==> config.mk <==
export PLATFORM = sky130hd
export DESIGN_NAME = control_sequencer
export DESIGN_NICKNAME = d
export VERILOG_FILES = /design/src/rtl/sap_pkg.sv /design/src/rtl/microcode_rom.sv /design/src/rtl/control_sequencer.sv
export SDC_FILE = /design/constraint.sdc
export NUM_CORES = 1
export LEC_CHECK = 0
export CAP_MARGIN = 30
export CORE_MARGIN = 2
export CORE_UTILIZATION = 25
export CTS_CLUSTER_SIZE = 12
export DETAILED_ROUTE_END_ITERATION = 6
export SYNTH_ARGS = -nofsm -noshare
export SYNTH_HDL_FRONTEND = slang
export SYNTH_SLANG_ARGS = --single-unit
==> constraint.sdc <==
create_clock -name clk -period 5.6 [get_ports clk]
set_clock_uncertainty 0.15 [all_clocks]
set_input_delay 1.12 -clock clk [delete_from_list [all_inputs] [get_ports clk]]
set_output_delay 1.12 -clock clk [all_outputs]
set_load 0.02 [all_outputs]
==> src/rtl/sap_pkg.sv <==
// Shared constants for the SAP-style control path: opcodes, control-word bit map, T-states.
package sap_pkg;

    localparam int unsigned T_W    = 3;
    localparam int unsigned T_MAX  = 4;
    localparam int unsigned CTRL_W = 16;
    localparam int unsigned OP_W   = 4;

    localparam logic [T_W-1:0] T0 = T_W'(0);
    localparam logic [T_W-1:0] T1 = T_W'(1);
    localparam logic [T_W-1:0] T2 = T_W'(2);
    localparam logic [T_W-1:0] T3 = T_W'(3);
    localparam logic [T_W-1:0] T4 = T_W'(4);

    localparam logic [OP_W-1:0] OP_NOP = 4'h0;
    localparam logic [OP_W-1:0] OP_LDA = 4'h1;
    localparam logic [OP_W-1:0] OP_ADD = 4'h2;
    localparam logic [OP_W-1:0] OP_SUB = 4'h3;
    localparam logic [OP_W-1:0] OP_STA = 4'h4;
    localparam logic [OP_W-1:0] OP_LDI = 4'h5;
    localparam logic [OP_W-1:0] OP_JMP = 4'h6;
    localparam logic [OP_W-1:0] OP_JC  = 4'h7;
    localparam logic [OP_W-1:0] OP_JZ  = 4'h8;
    localparam logic [OP_W-1:0] OP_OUT = 4'hE;
    localparam logic [OP_W-1:0] OP_HLT = 4'hF;

    localparam int unsigned CTRL_HLT = 0;
    localparam int unsigned CTRL_CE  = 1;   // pc_inc
    localparam int unsigned CTRL_CO  = 2;   // pc_out
    localparam int unsigned CTRL_J   = 3;   // pc_load
    localparam int unsigned CTRL_MI  = 4;
    localparam int unsigned CTRL_RO  = 5;
    localparam int unsigned CTRL_RI  = 6;
    localparam int unsigned CTRL_II  = 7;
    localparam int unsigned CTRL_IO  = 8;
    localparam int unsigned CTRL_AI  = 9;
    localparam int unsigned CTRL_AO  = 10;
    localparam int unsigned CTRL_BI  = 11;
    localparam int unsigned CTRL_EO  = 12;
    localparam int unsigned CTRL_SU  = 13;
    localparam int unsigned CTRL_OI  = 14;
    localparam int unsigned CTRL_FI  = 15;

    function automatic logic [CTRL_W-1:0] ctrl_bit(input int unsigned idx);
        return CTRL_W'(1) << idx;
    endfunction

endpackage

==> src/rtl/microcode_rom.sv <==
// Combinational microcode: (T-state, opcode, flags) -> control word and end-of-instruction marker.
module microcode_rom
    import sap_pkg::*;
(
    input  logic [T_W-1:0]    t_state,
    input  logic [OP_W-1:0]   opcode,
    input  logic              carry_flag,
    input  logic              zero_flag,
    output logic [CTRL_W-1:0] ctrl,
    output logic              last_step
);

    // Steps beyond an opcode's own end decode to zero with last_step set, so T4 always terminates.
    always_comb begin
        ctrl      = '0;
        last_step = 1'b0;
        case (t_state)
            T0: ctrl = ctrl_bit(CTRL_CO) | ctrl_bit(CTRL_MI);
            T1: ctrl = ctrl_bit(CTRL_RO) | ctrl_bit(CTRL_II) | ctrl_bit(CTRL_CE);
            T2: begin
                last_step = 1'b1;
                case (opcode)
                    OP_LDA, OP_ADD, OP_SUB, OP_STA: begin
                        ctrl      = ctrl_bit(CTRL_IO) | ctrl_bit(CTRL_MI);
                        last_step = 1'b0;
                    end
                    OP_LDI: ctrl = ctrl_bit(CTRL_IO) | ctrl_bit(CTRL_AI);
                    OP_JMP: ctrl = ctrl_bit(CTRL_IO) | ctrl_bit(CTRL_J);
                    OP_JC:  ctrl = carry_flag ? (ctrl_bit(CTRL_IO) | ctrl_bit(CTRL_J)) : '0;
                    OP_JZ:  ctrl = zero_flag  ? (ctrl_bit(CTRL_IO) | ctrl_bit(CTRL_J)) : '0;
                    OP_OUT: ctrl = ctrl_bit(CTRL_AO) | ctrl_bit(CTRL_OI);
                    OP_HLT: begin
                        ctrl      = ctrl_bit(CTRL_HLT);
                        last_step = 1'b0;
                    end
                    default: ;
                endcase
            end
            T3: begin
                last_step = 1'b1;
                case (opcode)
                    OP_LDA: ctrl = ctrl_bit(CTRL_RO) | ctrl_bit(CTRL_AI);
                    OP_ADD, OP_SUB: begin
                        ctrl      = ctrl_bit(CTRL_RO) | ctrl_bit(CTRL_BI);
                        last_step = 1'b0;
                    end
                    OP_STA: ctrl = ctrl_bit(CTRL_AO) | ctrl_bit(CTRL_RI);
                    default: ;
                endcase
            end
            T4: begin
                last_step = 1'b1;
                if (opcode == OP_ADD || opcode == OP_SUB) begin
                    ctrl = ctrl_bit(CTRL_EO) | ctrl_bit(CTRL_AI) | ctrl_bit(CTRL_FI);
                    if (opcode == OP_SUB) ctrl = ctrl | ctrl_bit(CTRL_SU);
                end
            end
            default: ;
        endcase
    end

endmodule

==> src/rtl/control_sequencer.sv <==
// T-state counter, halt latch and reset gating around the microcode ROM.
module control_sequencer
    import sap_pkg::*;
(
    input  logic              clk,
    input  logic              rst,
    input  logic              en,
    input  logic [OP_W-1:0]   opcode,
    input  logic              carry_flag,
    input  logic              zero_flag,
    output logic [CTRL_W-1:0] ctrl,
    output logic [T_W-1:0]    t_state,
    output logic              halted,
    output logic              instr_done
);

    logic [CTRL_W-1:0] rom_ctrl;
    logic              rom_last;
    logic              t_illegal;

    microcode_rom u_rom (
        .t_state    (t_state),
        .opcode     (opcode),
        .carry_flag (carry_flag),
        .zero_flag  (zero_flag),
        .ctrl       (rom_ctrl),
        .last_step  (rom_last)
    );

    assign t_illegal = (t_state > T_W'(T_MAX));

    // Reset and illegal states blank every driver; a latched halt overrides the decode.
    always_comb begin
        ctrl       = '0;
        instr_done = 1'b0;
        if (rst) begin
            if (halted) begin
                ctrl = ctrl_bit(CTRL_HLT);
            end else if (!t_illegal) begin
                ctrl       = rom_ctrl;
                instr_done = rom_last;
            end
        end
    end

    always_ff @(posedge clk) begin
        if (!rst) begin
            t_state <= T0;
            halted  <= 1'b0;
        end else if (en && !halted) begin
            if (t_illegal || instr_done) begin
                t_state <= T0;
            end else if (t_state == T2 && opcode == OP_HLT) begin
                halted <= 1'b1;
            end else begin
                t_state <= t_state + T_W'(1);
            end
        end
    end

endmodule
Figure 1. Layout detail (run 1).
Scale bar: 5 µm. Window x 17 to 37, y 28 to 48 µm. Cells in gray, sequential cells in the stronger gray; small squares are vias.
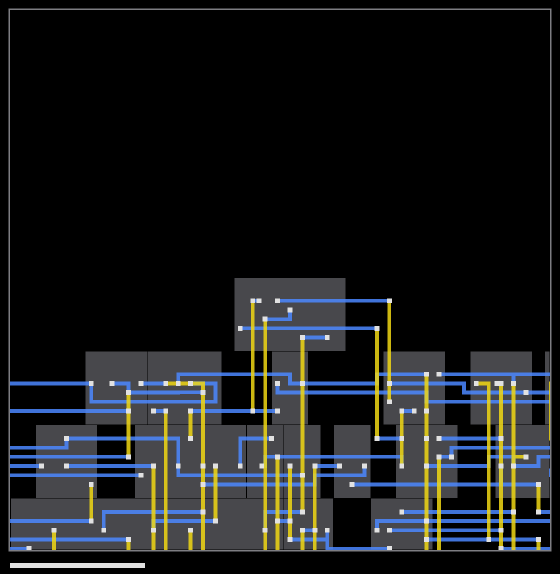
[blue] metal 1
[yellow] metal 2
cells with their middle in the window: 16
sequential cells in the window: 0
most frequent: nor2_1 (3), nand2b_1 (2), nor4_1 (2)

Figure 2. Port wiring (run 1).
Scale bar: 20 µm.
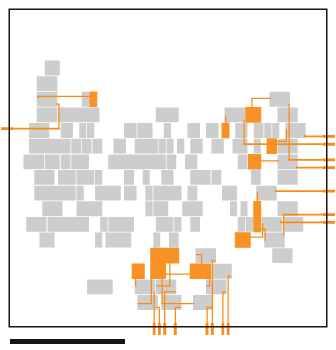
[orange] ctrl | bits: 16 | direction: output | edge: 8 bottom, 7 right, 1 left | end cells: 14 | buffers: 16 | wire: 213 µm
port buffer count: 29
# IOs: 30

==> summary.txt, run 1 <==
run results: Leak Pwr=0.328 nW, core area=2480 µm², chip area=3020 µm², Setup Crit Path Kind=primary input to primary output, pin count of the biggest net entering global routing=13, CTS Buf Count=3, Area Overhead vs Synth=44.9%, Floorplan Nets=~110, DRC=0, vias per std cell=4.81, Seq share, synth=12.3%, CTS tree=done, PwrDens=126 nW/µm², worst min-delay path category=register to register, main flop type=dfxtp_1, status=completed, Worst EP required=4.33 ns, fmax=roughly 200 MHz, cell count after placement=between 100 and 150, ys cells=92, fp_density=26.2%, asr flop ratio synth=0%, CP Max Fanout=10, Max Root-Sink Buffers=2, Crit Reg-Reg Startpoint=t_state[0], Synth top cell by count=nor2_1, Clock transition at path regs=around 0.040 ns, #FFs+latches synth=4, HP Start=halted, post-synth top area share=12.3%, Nets=~130, DRT Pass-1 Iters=4, Netlist Area Pre-Place=649 µm², Reg power frac=26.9%, hold path depth=2, Comb pwr share=43.2%, yosys stat area=649 µm², max_cap viols=0, chip height=55.0 µm, ratio of cells with drive above 1 in the final layout=5.17%, Sw Pwr=between 0.04 and 0.05 mW, Filler Cell Count=274, Iter 0 DRT Violations=15, final hold violation count=0, Worst R2R End=t_state[1], Hold EP=halted, CTS Hold Buffers Added=0, Worst setup SP type=primary input, Post-synth EDFFs=0, nature of the critical path endpoint=primary output
Figure 3. Gate families picked out (run 1).
Scale bar: 20 µm.
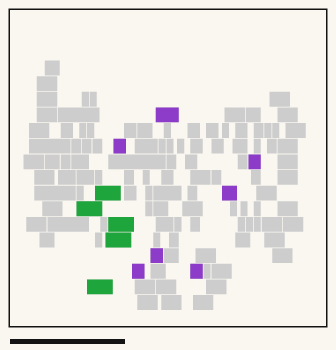
[purple] AND and OR gates | cells: 7
[green] adder and majority cells | cells: 5 | most used: ha_1
combinational fraction of the cell area: 51.5%
final std cells w/o fill: 146

Figure 4. Routed metal, one color a layer (run 1).
Scale bar: 20 µm.
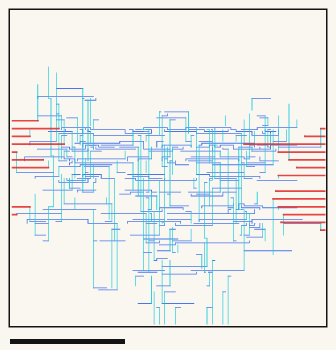
[red] metal 3 | wire length: 127 µm
[cyan] metal 2 | wire length: 731 µm
[blue] metal 1 | wire length: 865 µm
Vias: 702
Wirelength per Cell: 11.8 µm
Post-Route WL: 1720 µm

[run 1: worst max-delay path, stage by stage]
cell and delay, ns:
clkdlybuf4s50_1 0.69, or2b_1 0.25, nor2_1 0.08, or4_4 0.51
a2111oi_4 0.46, clkdlybuf4s50_1 0.69
[run 1: placed cells by master (no fill, tap or decap), types with 2 or more instances in the layout]
| cell | n |
|---|---|
| nand3_1 | 3 |
| inv_1 | 7 |
| clkdlybuf4s50_1 | 29 |
| a21boi_0 | 2 |
| nand2b_1 | 4 |
| nor3_1 | 4 |
| nor2_1 | 13 |
| nor4_1 | 2 |
| clkbuf_4 | 3 |
| o32ai_1 | 2 |
| dfxtp_1 | 4 |
| ha_1 | 5 |
| o21ai_0 | 5 |
| and3_1 | 2 |
| nand2_1 | 8 |
| nor2b_1 | 2 |
| and2_1 | 2 |
[run 1: worst max-delay path by stage]
stage / start / to / slack [ns]
after floorplan: opcode[0] / instr_done / 1.80
after global placement: opcode[2] / instr_done / 0.57
after detailed placement: opcode[2] / instr_done / 0.56
after CTS: opcode[2] / instr_done / 0.54
after global routing: opcode[2] / instr_done / 0.42
final: opcode[2] / instr_done / 0.53
[run 1: sequential cells by signal, summed over array words and instances, names as in the netlist]
name and flops:
halted 1, t_state 3
[run 1: final cells by class]
type	count	area, µm²	area share, %
multi-input cells	73	484	51.5
repair buffers	29	290	30.9
flip-flops and latches	4	80.1	8.51
well taps	30	37.5	3.99
inverters	7	26.3	2.79
clock buffers	3	22.5	2.39
[run 1: metrics by stage]
step                      total power [mW]  cell area, µm²  hold slack (ns)  setup WS (ns)
final                                0.119             941            0.355          0.534
after global routing                 0.128             941            0.409          0.422
after CTS                            0.122             941            0.359          0.544
after detailed placement            0.0836             918            0.350          0.559
after global placement              0.0835             918            0.364          0.572
after floorplan                     0.0655             649            0.409           1.80
[run 1: per-layer routing]
metal  global-route usage, %  wire length [µm]
met5                       0                 0
met4                    6.10                 0
met3                    3.23               126
met2                    18.5               730
met1                    18.1               865
[run 1: power groups by stage]
| stage | registers (mW) | logic [mW] | clock network, mW |
|---|---|---|---|
| floorplan | 0.0339 | 0.0316 | 0 |
| global placement | 0.0322 | 0.0512 | 0 |
| detailed placement | 0.0324 | 0.0511 | 0 |
| CTS | 0.0320 | 0.0515 | 0.0380 |
| global route | 0.0324 | 0.0557 | 0.0397 |
| finish | 0.0320 | 0.0513 | 0.0354 |
[run 1: cell families (layout without fill, tap and decap cells)]
logic type,count (synthesis),in the layout,share of synthesized area (%)
AND/OR/NAND/NOR,48,48,39.9
adder cells (fa/ha/maj),5,5,9.63
multiplexers,1,1,1.54
flip-flops,4,4,12.3
AND-OR/OR-AND,19,19,23.5
buffers and inverters,15,39,13.1
## Run 2: what changed since run 1
CTS_BUF_LIST = sky130_fd_sc_hd__clkbuf_4 sky130_fd_sc_hd__clkbuf_8   (was default)
Figure 5. Routed metal, one color a layer (run 2).
Scale bar: 20 µm.
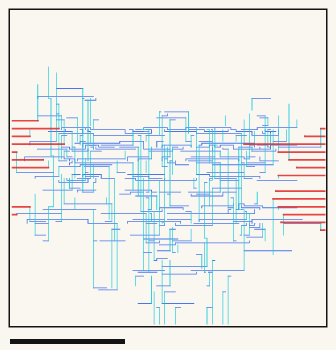
[cyan] metal 2 | wire length: 731 µm
[red] metal 3 | wire length: 127 µm
[blue] metal 1 | wire length: 865 µm
Tot GR Track Use: 12.9%

==> summary.txt, run 2 <==
run results: status=completed, PwrDens=126 nW/µm², port buffer count=29, fp_density=26.2%, Logic family by area=simple AND/OR/NAND/NOR gates, yosys stat area=649 µm², Clock transition at path regs=0.04 ns, Worst setup SP type=primary input, Iter 0 DRT Violations=15, Area Overhead vs Synth=44.9%, Synth top cell by count=nor2_1, most numerous logic cells after layout=29 x clkdlybuf4s50_1, 13 x nor2_1, 8 x nand2_1, 7 x inv_1, DRC=0, asr flop ratio synth=0%, Worst R2R End=t_state[1], crit path to=instr_done, Netlist Area Pre-Place=649 µm², Leak Pwr=0.328 nW, ys cells=92, Vias=702, fa+ha+maj area frac=9.63%, vias per std cell=4.81, dominant logic cell type in the layout=clkdlybuf4s50_1, worst min-delay path category=register to register, CTS Buf Count=3, CTS Hold Buffers Added=0, Floorplan Nets=106, total chip power=0.119 mW, core area=2480 µm², chip height=~55 µm, final hold violation count=0, Largest Register=t_state, main flop type=dfxtp_1, Post-synth EDFFs=0, nature of the critical path endpoint=primary output, ao+oa area frac=between 20% and 30%, CP startpoint=opcode[2], CP Max Fanout=10, Seq share, synth=12.3%, DRT Pass-1 Iters=4, dpl cell area=between 900 and 1000 µm², Worst EP required=4.33 ns, Max Root-Sink Buffers=2, Largest regs=t_state: 3 flops, halted: 1 flops, chip area=between 3000 and 4000 µm², max reg flops=3, post-synth top area share=12.3%
-- run 2: through the flow --
stage / instances / setup WS, ns / hold WS (ns)
final: 146 / 0.534 / 0.355
after global routing: 146 / 0.422 / 0.409
after CTS: 146 / 0.544 / 0.359
after detailed placement: 143 / 0.559 / 0.350
after global placement: 143 / 0.572 / 0.364
after floorplan: 92 / 1.80 / 0.409
-- run 2: worst max-delay path: stages --
cell and delay [ns]:
clkdlybuf4s50_1 0.69, or2b_1 0.25, nor2_1 0.08, or4_4 0.51
a2111oi_4 0.46, clkdlybuf4s50_1 0.69
-- run 2: power by group --
| part | internal, mW | total [mW] | switching (mW) |
|---|---|---|---|
| Sequential | 0.0302 | 0.0320 | 0.00181 |
| Combinational | 0.0237 | 0.0513 | 0.0276 |
| Clock | 0.0240 | 0.0354 | 0.0115 |
-- run 2: cell type report --
cell class,instances,area (µm²),area share (%)
clock buffer,3,22.5,2.39
timing repair buffer,29,290,30.9
multi-input combinational,73,484,51.5
tap,30,37.5,3.99
inverter,7,26.3,2.79
sequential,4,80.1,8.51
-- run 2: worst min path at each step --
stage | end | slack, ns | depth (start not counted) | from
final | halted | 0.36 | 2 | halted
after global routing | halted | 0.41 | 2 | halted
after CTS | halted | 0.36 | 2 | halted
after detailed placement | halted | 0.35 | 2 | halted
after global placement | halted | 0.36 | 2 | halted
after floorplan | halted | 0.41 | 2 | halted
-- run 2: per-layer routing --
metal / vias up / track usage (%) / share of wire, %
met2: 22 / 18.5 / 42
met5: - / 0 / 0
met4: 0 / 6.10 / 0
met3: 0 / 3.23 / 7.3
met1: 311 / 18.1 / 50
li1: 369 / - / -
-- run 2: cell families after synthesis --
logic type / Yosys count
muxes: 1
AOI/OAI and AO/OA: 19
adders and majority gates: 5
and+or+nand+nor: 48
DFF: 4
buffers and inverters: 15
No activity file was given, so power comes from the tool's default toggle rates.
